cell_density.png
Scale: 4 px per um. 10 x 8 tiles, from black (low) to pale yellow (high), 0 to 100% covered.
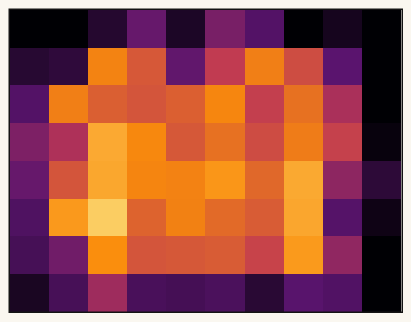
placement_by_type.png
Scale: 3 px per um.
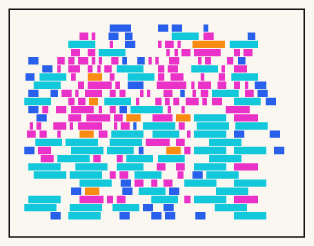
wires.png
Scale: 3 px per um.
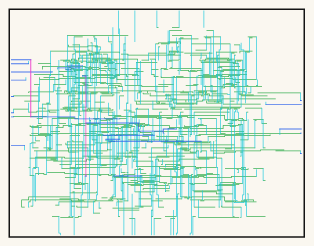
io_placement.png
Scale: 4 px per um. Pins as bars across the die edge, other pins in gray.
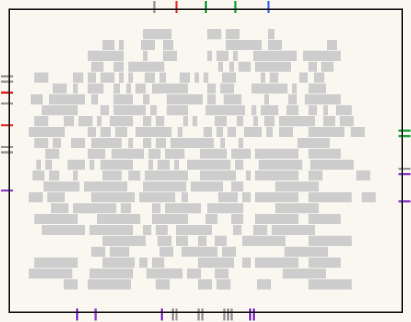
===== config.mk =====
export PLATFORM = sky130hd
export DESIGN_NAME = fir_decim_fifo
export DESIGN_NICKNAME = d
export VERILOG_FILES = /design/src/rtl/fir_decim_fifo.sv
export SDC_FILE = /design/constraint.sdc
export NUM_CORES = 1
export LEC_CHECK = 0
export ABC_AREA = 0
export CELL_PAD_IN_SITES_DETAIL_PLACEMENT = 1
export CELL_PAD_IN_SITES_GLOBAL_PLACEMENT = 1
export CORE_ASPECT_RATIO = 0.75
export CORE_MARGIN = 4
export CORE_UTILIZATION = 43
export CTS_BUF_LIST = sky130_fd_sc_hd__clkbuf_2 sky130_fd_sc_hd__clkbuf_4 sky130_fd_sc_hd__clkbuf_8
export CTS_CLUSTER_DIAMETER = 120
export DETAILED_ROUTE_END_ITERATION = 10
export GPL_TIMING_DRIVEN = 0
export PLACE_DENSITY = 0.89
export RECOVER_POWER = 50
export SYNTH_ARGS = -nofsm -noshare
export SYNTH_HDL_FRONTEND = slang
export SYNTH_SLANG_ARGS = --single-unit

===== constraint.sdc =====
create_clock -name clk -period 2.3 [get_ports clk]
set_clock_uncertainty 0.05 [all_clocks]
set_input_delay 0.345 -clock clk [delete_from_list [all_inputs] [get_ports clk]]
set_output_delay 0.345 -clock clk [all_outputs]
set_load 0.01 [all_outputs]

===== src/rtl/fir_decim_fifo.sv =====
// Run-time decimator (keep 1 of decim+1 enabled samples) feeding a small FWFT FIFO with valid/ready output.
// Optional FIR_DECIM_DROP_CNT_EN adds a saturating drop counter output alongside the sticky ovf flag.
module fir_decim_fifo #(
  parameter int DATA_W     = 8,
  parameter int FIFO_DEPTH = 4,
  parameter int LVL_W      = 3
) (
  input  logic              clk,
  input  logic              rst_n,
  input  logic [DATA_W-1:0] in_data,
  input  logic              in_en,
  input  logic [3:0]        decim,
  output logic [DATA_W-1:0] out_data,
  output logic              out_valid,
  input  logic              out_ready,
  output logic [LVL_W-1:0]  level,
  output logic              ovf,
  input  logic              ovf_clr
`ifdef FIR_DECIM_DROP_CNT_EN
  ,
  output logic [7:0]        drop_cnt
`endif
);

  localparam int AW = $clog2(FIFO_DEPTH);

  logic [3:0]        r_phase;
  logic [3:0]        r_deff;
  logic [AW-1:0]     r_wptr;
  logic [AW-1:0]     r_rptr;
  logic [LVL_W-1:0]  r_level;
  logic [DATA_W-1:0] r_head;
  logic              r_ovf;
  logic [DATA_W-1:0] r_mem [FIFO_DEPTH];

  logic [3:0]        w_deff_cur;
  logic              w_keep;
  logic              w_full;
  logic              w_pop;
  logic              w_push;
  logic              w_drop;
  logic [AW-1:0]     w_rptr_nxt;

  // A new window starts at phase 0, so the wrap compare must already use the freshly sampled factor.
  assign w_deff_cur = (r_phase == 4'd0) ? decim : r_deff;
  assign w_keep     = in_en && (r_phase == 4'd0);
  assign w_full     = (r_level == LVL_W'(FIFO_DEPTH));
  assign w_pop      = out_valid && out_ready;
  assign w_push     = w_keep && (!w_full || w_pop);
  assign w_drop     = w_keep && !w_push;
  assign w_rptr_nxt = r_rptr + AW'(1);

  assign out_valid = (r_level != '0);
  assign out_data  = r_head;
  assign level     = r_level;
  assign ovf       = r_ovf;

  always_ff @(posedge clk or negedge rst_n) begin
    if (!rst_n) begin
      r_phase <= 4'd0;
      r_deff  <= 4'd0;
    end else if (in_en) begin
      if (r_phase == 4'd0) r_deff <= decim;
      r_phase <= (r_phase == w_deff_cur) ? 4'd0 : r_phase + 4'd1;
    end
  end

  always_ff @(posedge clk) begin
    if (w_push) r_mem[r_wptr] <= in_data;
  end

  always_ff @(posedge clk or negedge rst_n) begin
    if (!rst_n) begin
      r_wptr  <= '0;
      r_rptr  <= '0;
      r_level <= '0;
    end else begin
      if (w_push) r_wptr <= r_wptr + AW'(1);
      if (w_pop)  r_rptr <= w_rptr_nxt;
      case ({w_push, w_pop})
        2'b10:   r_level <= r_level + LVL_W'(1);
        2'b01:   r_level <= r_level - LVL_W'(1);
        default: r_level <= r_level;
      endcase
    end
  end

  // Registered head: holds the last popped value when the FIFO drains instead of exposing stale memory.
  always_ff @(posedge clk or negedge rst_n) begin
    if (!rst_n) begin
      r_head <= '0;
    end else if (r_level == '0) begin
      if (w_push) r_head <= in_data;
    end else if (w_pop) begin
      if (r_level >= LVL_W'(2)) r_head <= r_mem[w_rptr_nxt];
      else if (w_push)          r_head <= in_data;
    end
  end

  always_ff @(posedge clk or negedge rst_n) begin
    if (!rst_n)       r_ovf <= 1'b0;
    else if (w_drop)  r_ovf <= 1'b1;
    else if (ovf_clr) r_ovf <= 1'b0;
  end

`ifdef FIR_DECIM_DROP_CNT_EN
  logic [7:0] r_drop_cnt;

  always_ff @(posedge clk or negedge rst_n) begin
    if (!rst_n)                             r_drop_cnt <= 8'd0;
    else if (ovf_clr)                       r_drop_cnt <= {7'd0, w_drop};
    else if (w_drop && r_drop_cnt != 8'hFF) r_drop_cnt <= r_drop_cnt + 8'd1;
  end

  assign drop_cnt = r_drop_cnt;
`endif

endmodule

==> Changelog: implementation <==
## Flow update

* Cells taking the most area after synthesis: edfxtp_1 37%, dfrtp_1 23%, mux4_2 6.9%
* Number of placement rows at 24
* Number of antenna violations at the first check in global routing at 0
* Worst hold path class: in -> reg
* Most instantiated logic cell after routing: edfxtp_1
* Share of cells above drive strength 1 at 21.9%
* Clock tree from TritonCTS: built
* Number of antenna-violating nets in the routed design at 0
* Endpoints failing hold at 0
* Data required time of the worst path at 2450 ps
* Simple-gate share of the synthesized area at 10.1%
* Run status: finished, final reports clean
* Sequential power at 0.00146 W
* Post-layout period usage of the worst path at 96.3%
* Total number of nets in the final design at 247
* Synth Warn # at 0
* Later-pin clock latency in the skew report at 310 ps
* Area growth from synthesis to layout at 22.6%
* Slew Viols, Final at 0
* Mux cell area share at 8.46%
* Yosys aoi share at 11.0%
* Met2 Resource Use GR at 28.0%
* Vias at 1,626
* Most frequently placed logic cells in the final layout: 32 x edfxtp_1, 23 x dfrtp_1, 18 x nand2_1, 18 x clkdlybuf4s50_1
* Post-DR vias/cell at 5.38
* Filler cell count at 581
* Relative contribution of the clock network to total power at 17.4%
* Total iterations of the first detailed-routing run at 4
* GRT Residual Overflow at 0
* Top cell area share at 36.9%
* Init Core Util at 44.5%
* Cell count of the worst reg-to-reg path at 8
* Sequential standard cell area at 1560 um2
* Wire length of the first global-routing pass at 9350 um
* Standard cell area after detailed placement at 2990 um2
* OpenROAD warning count at 30
* Cell with the biggest individual delay on the critical path: dfrtp_1
* Vias in the first global route at 1,792
* Power Clock at 0.000687 W
* Crit path launch: r_phase[1]
* Maximum clock frequency at 0.451 GHz
## Picture notes: cell_density.png
The mean over all tiles is 42%. The densest ninth of the die: center. The emptiest ninth of the die: upper right. The fullest tile reaches 89%.

## Picture notes: placement_by_type.png
Key: orange = clock drivers and dummy loads [cells 8]; magenta = combinational and other logic [cells 118]; cyan = flops [cells 56]; blue = other buffers and delay cells [cells 42]

## Picture notes: wires.png
Key: blue = metal 3 [wire length 199 um]; green = metal 1 [wire length 2,760 um]; cyan = metal 2 [wire length 2,760 um]; magenta = metal 4 [wire length 52.4 um]

## Picture notes: io_placement.png
Key: blue = in_en [pins 1, direction input, edge top]; green = decim [pins 4, direction input, edge 2 top, 2 right]; red = level [pins 3, direction output, edge 2 left, 1 top]; purple = in_data [pins 8, direction input, edge 5 bottom, 2 right, 1 left]
All pins by edge: 12 bottom, 8 left, 5 top, 5 right.

area by class of cell:
| type | instances | share of cell area, % |
|---|---|---|
| plain buffers | 9 | 2.04 |
| clock buffers | 6 | 2.59 |
| clock inverters | 2 | 1.21 |
| inverters | 10 | 1.18 |
| multi-input cells | 108 | 30.7 |
| flip-flops and latches | 56 | 48.9 |
| well taps | 78 | 3.06 |
| repair buffers | 33 | 10.3 |
stage by stage:
stage	total power, W	std cells	utilization [%]	worst slack [ps]	hold slack (ps)
2_1_floorplan	0.00263	183	-	39.2	-0.591
3_3_place_gp	0.00311	289	51.1	-458	409
3_5_place_dp	0.00321	289	51.1	-493	427
4_1_cts	0.00396	301	54.1	1.81	375
5_1_grt	0.00420	302	54.5	7.53	398
6_report	0.00396	302	54.5	84.9	377
cells by family (layout without fill, tap and decap cells):
logic type,count (synthesis),in the layout
compound gates,35,35
xor+xnor,10,10
fa+ha+maj,7,7
buf+inv,19,60
flops,56,56
mux,12,12
simple gates,44,44
state kept, by name, indices dropped and copies added (netlist names):
name	cells
r_rptr	2
r_mem	32
r_wptr	2
r_deff	4
level	3
out_data	8
ovf	1
r_phase	4
worst max-delay path: cells and delay by family, from the launching register on:
kind | cells | cell delay [ps]
AND/OR/NAND/NOR | 3 | 550
flip-flops | 1 | 380
buffers and inverters | 2 | 210
AND-OR/OR-AND | 1 | 360
adder cells (fa/ha/maj) | 2 | 550
layer usage:
layer  share of wire, %  routed length (um)
met4               0.90                  52
met3                3.5                 199
met5                  0                   0
met2                 48                2760
met1                 48                2760
repair_timing:
action | CTS | global route
setup buffers | 4 | 1
resized | 8 | 4
endpoints found under the setup margin | 1 | 9
Power and IR drop assume default switching activity.
